==> src/rtl/scg_burst_ap.sv <==
// rtl/scg_burst_ap.sv - burst read/write with auto-precharge command sequence FSM
//
// Issues one READA (2) or WRITEA (3) per start request, then paces CAS
// latency, the data burst and write-recovery/precharge before signalling done.
// Optional feature macro: SCG_WRITE_EN (write sequences; otherwise reads only).
//
// Ports:
//   clk      system clock, rising edge
//   rst      synchronous active-high reset
//   start    request level, held until done is seen
//   write    access type sampled with start in IDLE (1 = write)
//   command  SDRAM command code: 0 NOP, 2 READA, 3 WRITEA
//   chip     data-beat strobe (capture read data / drive write data)
//   beat     current beat index, 0 when chip is low
//   busy     high outside IDLE
//   done     sequence complete, held until start falls
module scg_burst_ap #(
    parameter int CAS_LAT   = 3,
    parameter int BURST_LEN = 4,
    parameter int T_WR      = 2,
    parameter int T_RP      = 2,
    localparam int BW       = (BURST_LEN > 1) ? $clog2(BURST_LEN) : 1
) (
    input  logic          clk,
    input  logic          rst,
    input  logic          start,
    input  logic          write,
    output logic [3:0]    command,
    output logic          chip,
    output logic [BW-1:0] beat,
    output logic          busy,
    output logic          done
);

    localparam int M1 = (CAS_LAT > BURST_LEN) ? CAS_LAT : BURST_LEN;
    localparam int MX = (M1 > (T_WR + T_RP)) ? M1 : (T_WR + T_RP);
    localparam int CW = $clog2(MX) + 1;

    localparam logic [CW-1:0] CNT_CAS   = CW'(CAS_LAT - 1);
    localparam logic [CW-1:0] CNT_RDATA = CW'(BURST_LEN - 1);
    // Write beat 0 goes out with the command, so DATA covers one beat fewer.
    localparam logic [CW-1:0] CNT_WDATA = CW'((BURST_LEN > 1) ? BURST_LEN - 2 : 0);
    localparam logic [CW-1:0] CNT_RP    = CW'(T_RP - 1);
    localparam logic [CW-1:0] CNT_WREC  = CW'(T_WR + T_RP - 1);

    typedef enum logic [2:0] {
        IDLE  = 3'd0,
        CMD   = 3'd1,
        WAIT  = 3'd2,
        DATA  = 3'd3,
        RECOV = 3'd4,
        DONE  = 3'd5
    } state_t;

    state_t         state_q, state_d;
    logic [CW-1:0]  cnt_q, cnt_d;
    logic [BW-1:0]  beat_q, beat_d;
    logic           wr_q, wr_d;
    logic           write_s;

`ifdef SCG_WRITE_EN
    assign write_s = write;
`else
    // Reads only: the port stays for a uniform interface but is ignored.
    logic unused_write;
    assign unused_write = write;
    assign write_s      = 1'b0;
`endif

    always_ff @(posedge clk) begin
        if (rst) begin
            state_q <= IDLE;
            cnt_q   <= '0;
            beat_q  <= '0;
            wr_q    <= 1'b0;
        end else begin
            state_q <= state_d;
            cnt_q   <= cnt_d;
            beat_q  <= beat_d;
            wr_q    <= wr_d;
        end
    end

    always_comb begin
        state_d = state_q;
        cnt_d   = cnt_q;
        beat_d  = beat_q;
        wr_d    = wr_q;
        case (state_q)
            IDLE: begin
                if (start) begin
                    wr_d    = write_s;
                    state_d = CMD;
                end
            end
            CMD: begin
                if (wr_q) begin
                    if (BURST_LEN == 1) begin
                        state_d = RECOV;
                        cnt_d   = CNT_WREC;
                    end else begin
                        state_d = DATA;
                        cnt_d   = CNT_WDATA;
                        beat_d  = BW'(1);
                    end
                end else begin
                    state_d = WAIT;
                    cnt_d   = CNT_CAS;
                end
            end
            WAIT: begin
                if (cnt_q == '0) begin
                    state_d = DATA;
                    cnt_d   = CNT_RDATA;
                    beat_d  = '0;
                end else begin
                    cnt_d = cnt_q - CW'(1);
                end
            end
            DATA: begin
                beat_d = beat_q + BW'(1);
                if (cnt_q == '0) begin
                    state_d = RECOV;
                    cnt_d   = wr_q ? CNT_WREC : CNT_RP;
                end else begin
                    cnt_d = cnt_q - CW'(1);
                end
            end
            RECOV: begin
                if (cnt_q == '0) begin
                    state_d = DONE;
                end else begin
                    cnt_d = cnt_q - CW'(1);
                end
            end
            DONE: begin
                if (!start) begin
                    state_d = IDLE;
                end
            end
            default: state_d = IDLE;
        endcase
    end

    // Moore outputs: decoded from registered state only.
    assign command = (state_q == CMD) ? (wr_q ? 4'd3 : 4'd2) : 4'd0;
    assign chip    = (state_q == DATA) || ((state_q == CMD) && wr_q);
    assign beat    = (state_q == DATA) ? beat_q : '0;
    assign busy    = (state_q != IDLE);
    assign done    = (state_q == DONE);

endmodule

==> config.mk <==
export PLATFORM = sky130hd
export DESIGN_NAME = scg_burst_ap
export DESIGN_NICKNAME = d
export VERILOG_FILES = /design/src/rtl/scg_burst_ap.sv
export SDC_FILE = /design/constraint.sdc
export NUM_CORES = 1
export LEC_CHECK = 0
export CORE_AREA = 2 2 39 41
export CTS_CLUSTER_DIAMETER = 120
export DETAILED_ROUTE_END_ITERATION = 10
export DIE_AREA = 0 0 41 43
export GPL_TIMING_DRIVEN = 0
export PLACE_DENSITY_LB_ADDON = 0.2
export SYNTH_ARGS = -nofsm -noshare
export SYNTH_HDL_FRONTEND = slang
export SYNTH_SLANG_ARGS = --single-unit
==> constraint.sdc <==
create_clock -name clk -period 2.3 [get_ports clk]
set_input_delay 0.46 -clock clk [delete_from_list [all_inputs] [get_ports clk]]
set_output_delay 0.46 -clock clk [all_outputs]
set_load 0.05 [all_outputs]
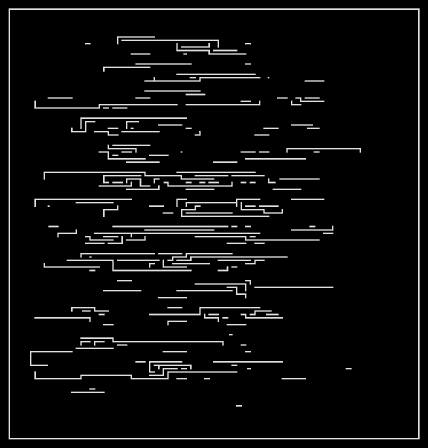
Figure 1: run 1, the metal 1 layer.
- wire length on this layer: 602 um
- longest straight run: 16.6 um
- share of all routed wire: 45%
- nets with wire on the layer: 79

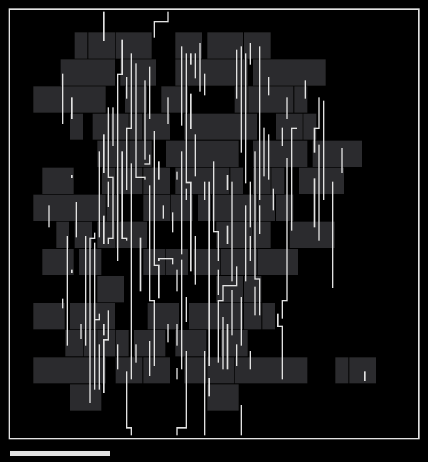
Figure 2: run 1, M2 wires.
Bar = 10 um. Cells faint in the background.
- nets with wire on the layer: 73
- share of all routed wire: 49%

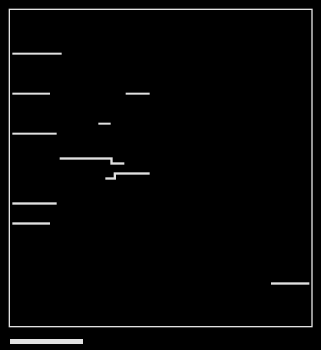
Figure 3: run 1, met3 routing.
Bar = 10 um.
- wire length on this layer: 52.5 um
- longest straight run: 6.90 um
- nets with wire on the layer: 8

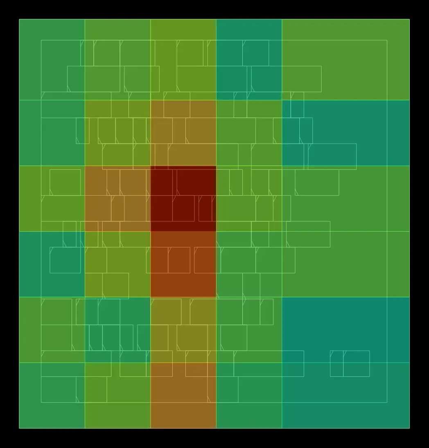
Figure 4: run 1, track usage over the die.
detailed-route wire length per cell: 12.9 um
Global Route met2 Usage: 0.291
grt met1 use: 0.236
All-Layer GR Usage: 0.188
met3 Track Usage GR: 0.0471

==> deck_impl_summary.md, run 1 <==
Key Metrics from the Run

Pwr
  • Clk pwr: 0.116 mW
  • Reg power frac: 0.283
  • Worst vdd ir: 0.000380 V
  • Gate power share: 0.545
  • Power Dens Cells: 887 mW/mm^2
  • P_leak: 0.345 nW
  • Clk network pwr share: 0.172
  • Sw power: 0.304 mW
  • Internal: 0.368 mW

Place
  • Pre-CTS WS: 0.125 ns
  • Placed instance count: 100
  • I/O Buffers: 7

Layout
  • Sequential cell area share: 0.212
  • Largest registers: cnt_q: 3 flops, state_q: 3 flops, beat_q: 2 flops
  • Flops: 8
  • Post-layout util: 0.547
  • Nets: 95
  • Gate Area: 397 sq um
  • N_diodes: 0
  • Share of layout cells above drive strength 1: 0.253
  • Dominant logic cell type in the layout: dfxtp_1
  • Top class by area: multi-input combinational cells

Critical path
  • FF-to-FF setup slack: 0.70 ns
  • Slowest stage delay, CP: 0.53 ns
  • Critical-path maximum fanout: 10
  • Setup crit start kind: flop
  • Worst setup startpoint: state_q[1]

Clock network
  • Post-CTS setup buffers: 0
  • Clock tree from TritonCTS: yes
  • Resize count post-CTS: 6
  • # clock sinks: 8
  • Worst-Skew Late Latency: 0.27 ns
  • H-tree levels: 1

Drt
  • ANT nets after route: 0
  • Via count: 551
  • WL final: 1330 um
  • Met2 wire length: 651 um
  • Initial DRC Count: 6
  • Wire length on met3: 52 um

Logic synthesis
  • Largest area contributor in the netlist: dfxtp_1
  • Number of enable flip-flop cells: 0
  • Top-area cell share: 0.249
  • XOR/XNOR Area Share: 0.0136
  • Cell Type Count: 38
  • Synth warn: 0
  • AND-OR/OR-AND share of the synthesized area: 0.173
  • Synthesized instance count: 75
  • Post-Synth Adder-Cell Area: 0.0388
  • Post-synth top cells: dfxtp_1, buf_4, nor2_1, a21oi_1, inv_1
  • Avg Inst Size Synth: 8.59 sq um

Timing
  • Fin. max-slew vios: 0
  • Setup tns final: 0 ns
  • RSZ-0062 raised after global routing: false

Floorplanning
  • X dimension of the die: 41 um
  • FP Util: 0.466
  • Die y size: 43 um
  • Core box area: 0.00138 sq mm
  • Die Area: 0.00176 sq mm

Global route
  • First-pass GRT wire length: 2250 um
  • Vias in the first global route: 514

Hold path
  • Hold worst-path end: beat_q[1]

Job
  • Total tool warning count: 28

Status
  • Status: finished, final reports clean
Figure 5. Layout detail (run 1).
Bar = 5 um. Region (0, 22) to (20, 42) um. Cells in grey, sequential cells in the stronger grey; small squares are vias.
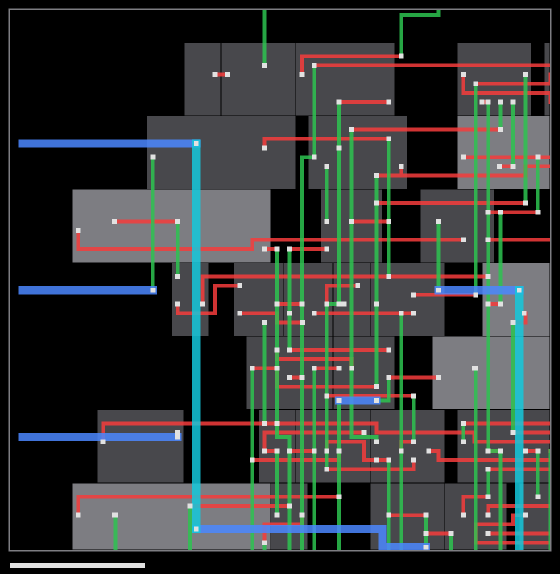

==> run 1 -> run 2 <==
--- a/config.mk
+++ b/config.mk
@@ -5,12 +5,14 @@
 export SDC_FILE = /design/constraint.sdc
 export NUM_CORES = 1
 export LEC_CHECK = 0
-export CORE_AREA = 2 2 39 41
+export CELL_PAD_IN_SITES_DETAIL_PLACEMENT = 0
+export CELL_PAD_IN_SITES_GLOBAL_PLACEMENT = 2
+export CORE_UTILIZATION = 31
 export CTS_CLUSTER_DIAMETER = 120
 export DETAILED_ROUTE_END_ITERATION = 10
-export DIE_AREA = 0 0 41 43
 export GPL_TIMING_DRIVEN = 0
 export PLACE_DENSITY_LB_ADDON = 0.2
+export SETUP_SLACK_MARGIN = 0.05
 export SYNTH_ARGS = -nofsm -noshare
 export SYNTH_HDL_FRONTEND = slang
 export SYNTH_SLANG_ARGS = --single-unit
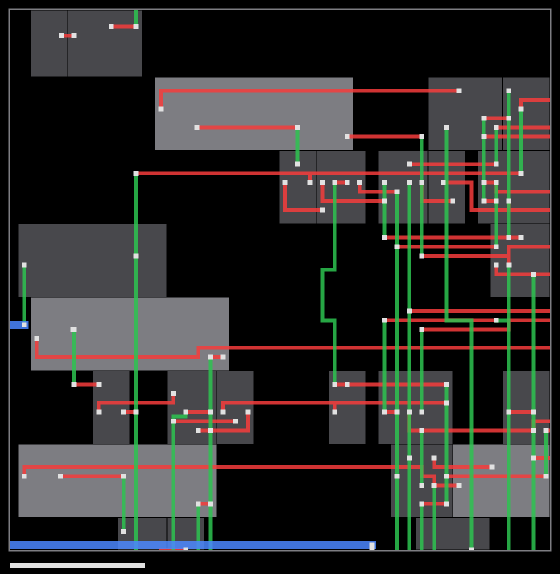
Figure 6: run 2, layout detail.
Bar = 5 um. Region (2, 26) to (22, 46) um. Cells in grey, sequential cells in the stronger grey; small squares are vias.
- green: M2
- red: M1
- blue: M3
- most frequent: a21oi_1 (3), nor2_1 (3), dfxtp_1 (3)
- netlist names of flops here include: `beat_q` (2), `state_q` (1)
- cells with their middle in the window: 21
- sequential cells in the window: 3

==> run 2 against run 1 <==
Combinational power about the same. Sequential power about the same. Cell area increased by 1.3%. Sequential cell count unchanged. First-iteration DRC count increased by 120%. Non-clock buffer count unchanged. Count of clock-buffer cells in the layout unchanged.
==> deck_impl_summary.md, run 2 <==
Key Metrics from the Run

Drt
  • ANT nets after route: 0
  • Detailed-route wire length per cell: 12.3 um
  • Initial DRC Count: 13
  • Via count: 545
  • WL final: 1410 um

Layout
  • Post-layout util: 0.391
  • Share of layout cells above drive strength 1: 0.264
  • Largest registers: cnt_q: 3 flops, state_q: 3 flops, beat_q: 2 flops
  • Top class by area: multi-input combinational cells
  • Dominant logic cell type in the layout: dfxtp_1
  • N_diodes: 0
  • Sequential cell area share: 0.209
  • Nets: 95
  • Gate Area: 397 sq um
  • Flops: 8

Logic synthesis
  • Number of enable flip-flop cells: 0
  • Synth warn: 0
  • Avg Inst Size Synth: 8.59 sq um
  • Top-area cell share: 0.249
  • AND-OR/OR-AND share of the synthesized area: 0.173
  • Synthesized instance count: 75
  • Post-Synth Adder-Cell Area: 0.0388
  • Cell Type Count: 38

Clock network
  • Resize count post-CTS: 6
  • Worst-Skew Late Latency: 0.26 ns
  • # clock sinks: 8
  • Clock tree from TritonCTS: yes
  • H-tree levels: 1
  • Post-CTS setup buffers: 0

Place
  • Placed instance count: 111
  • I/O Buffers: 7
  • Pre-CTS WS: 0.110 ns

Hold path
  • Hold worst-path end: beat_q[0]

Critical path
  • Setup crit start kind: flop
  • Worst setup startpoint: state_q[0]
  • Critical-path maximum fanout: 10
  • FF-to-FF setup slack: 0.70 ns
  • Slowest stage delay, CP: 0.55 ns

Pwr
  • Sw power: 0.310 mW
  • Power Dens Cells: 883 mW/mm^2
  • Clk pwr: 0.121 mW
  • Clk network pwr share: 0.178
  • Gate power share: 0.543
  • Worst vdd ir: 0.000317 V
  • Reg power frac: 0.278
  • P_leak: 0.342 nW

Floorplanning
  • FP Util: 0.328
  • I/O pin cnt: 13
  • Die Area: 0.00226 sq mm
  • X dimension of the die: 47.6 um
  • Core box area: 0.00196 sq mm
  • Die y size: 47.6 um

Global route
  • Vias in the first global route: 469
  • All-Layer GR Usage: 0.147
  • Grt met1 use: 0.190
  • Met3 Track Usage GR: 0.0226

Timing
  • RSZ-0062 raised after global routing: false
  • Fin. max-slew vios: 0
  • Setup tns final: 0 ns

Status
  • Status: finished, final reports clean
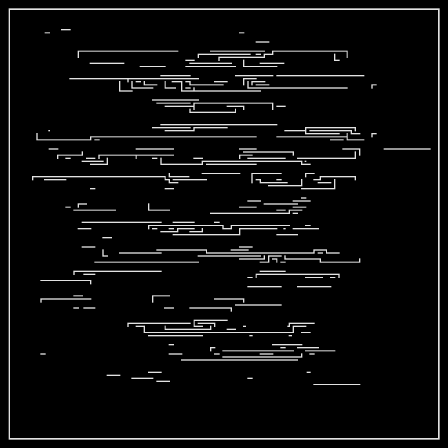
Figure 7: run 2, the metal 1 layer.
- nets with wire on the layer: 85
- main direction: horizontal

Figure 8. Met3 routing (run 2).
Bar = 10 um.
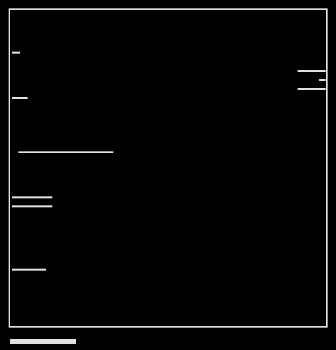

==> run 2 -> run 3 <==
--- a/config.mk
+++ b/config.mk
@@ -5,9 +5,11 @@
 export SDC_FILE = /design/constraint.sdc
 export NUM_CORES = 1
 export LEC_CHECK = 0
+export ABC_AREA = 1
 export CELL_PAD_IN_SITES_DETAIL_PLACEMENT = 0
 export CELL_PAD_IN_SITES_GLOBAL_PLACEMENT = 2
-export CORE_UTILIZATION = 31
+export CORE_ASPECT_RATIO = 0.7
+export CORE_UTILIZATION = 26
 export CTS_CLUSTER_DIAMETER = 120
 export DETAILED_ROUTE_END_ITERATION = 10
 export GPL_TIMING_DRIVEN = 0
==> constraint.sdc (replaced) <==
create_clock -name clk -period 2.7 [get_ports clk]
set_input_delay 0.54 -clock clk [delete_from_list [all_inputs] [get_ports clk]]
set_output_delay 0.54 -clock clk [all_outputs]
set_load 0.05 [all_outputs]
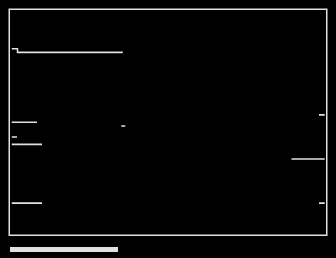
Figure 9: run 3, met3 routing.
Bar = 20 um.
- wire length on this layer: 44.1 um
- share of all routed wire: 3.4%
- nets with wire on the layer: 8
- longest straight run: 19.3 um
- main direction: horizontal

==> run 3 against run 2 <==
Utilization is 2.0 points lower. Combinational power is 41% higher. Routed wire length is 8.1% lower. First-iteration DRC count is 23% higher. Worst setup slack better by 0.016 ns. Count of clock-buffer cells in the layout stayed put. Clock power is 22% lower. Critical path type unchanged. Power is 20% higher. Cell count is 24% higher.
==> deck_impl_summary.md, run 3 <==
Key Metrics from the Run

Floorplanning
  • Die y size: 41.5 um
  • I/O pin cnt: 13
  • Die Area: 0.00242 sq mm
  • X dimension of the die: 58.4 um

Clock network
  • # clock sinks: 8
  • Post-CTS setup buffers: 0
  • H-tree levels: 1

Pwr
  • Worst vdd ir: 0.000272 V
  • P_leak: 0.402 nW
  • Sw power: 0.434 mW
  • Internal: 0.381 mW
  • Clk pwr: 0.0946 mW
  • Reg power frac: 0.248

Status
  • Status: finished, final reports clean

Drt
  • Detailed-route wire length per cell: 9.16 um
  • Initial DRC Count: 16
  • ANT nets after route: 0
  • Via count: 570
  • Wire length on met3: 44 um

Place
  • I/O Buffers: 8
  • Pre-CTS WS: 0.456 ns
  • Placed instance count: 138

Global route
  • All-Layer GR Usage: 0.121
  • Grt met1 use: 0.177
  • Met3 Track Usage GR: 0.0374
  • Global Route met2 Usage: 0.143

Timing
  • Fin. max-slew vios: 0
  • Setup tns final: 0 ns

Layout
  • Nets: 119
  • Gate Area: 329 sq um
  • Post-layout util: 0.371
  • Share of layout cells above drive strength 1: 0.126
  • Sequential cell area share: 0.220
  • Flops: 8
  • Largest registers: cnt_q: 3 flops, state_q: 3 flops, beat_q: 2 flops
  • Dominant logic cell type in the layout: nand2_1

Logic synthesis
  • Synth warn: 0
  • Cell Type Count: 19
  • XOR/XNOR Area Share: 0
  • Synthesized instance count: 98
  • Avg Inst Size Synth: 5.91 sq um
  • Largest area contributor in the netlist: dfxtp_1
  • AND-OR/OR-AND share of the synthesized area: 0.0864
  • Post-Synth Adder-Cell Area: 0.0432

Hold path
  • Hold worst-path end: beat_q[1]

Critical path
  • Worst setup startpoint: state_q[0]
  • Slowest stage delay, CP: 0.81 ns
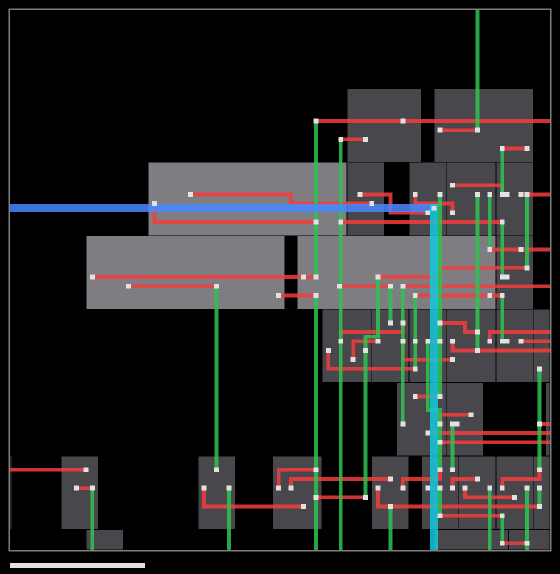
Figure 10: run 3, layout detail.
Bar = 5 um. Region (5, 21) to (25, 41) um. Cells in grey, sequential cells in the stronger grey; small squares are vias.
- green: M2
- blue: M3
- cyan: M4
- red: M1
- most frequent: inv_1 (6), nand2_1 (6), dfxtp_1 (3)
- sequential cells in the window: 3
- netlist names of flops here include: `cnt_q` (2), `beat_q` (1)
- cells with their middle in the window: 24

Power figures rest on the tool's default switching activity, not on a simulated workload.
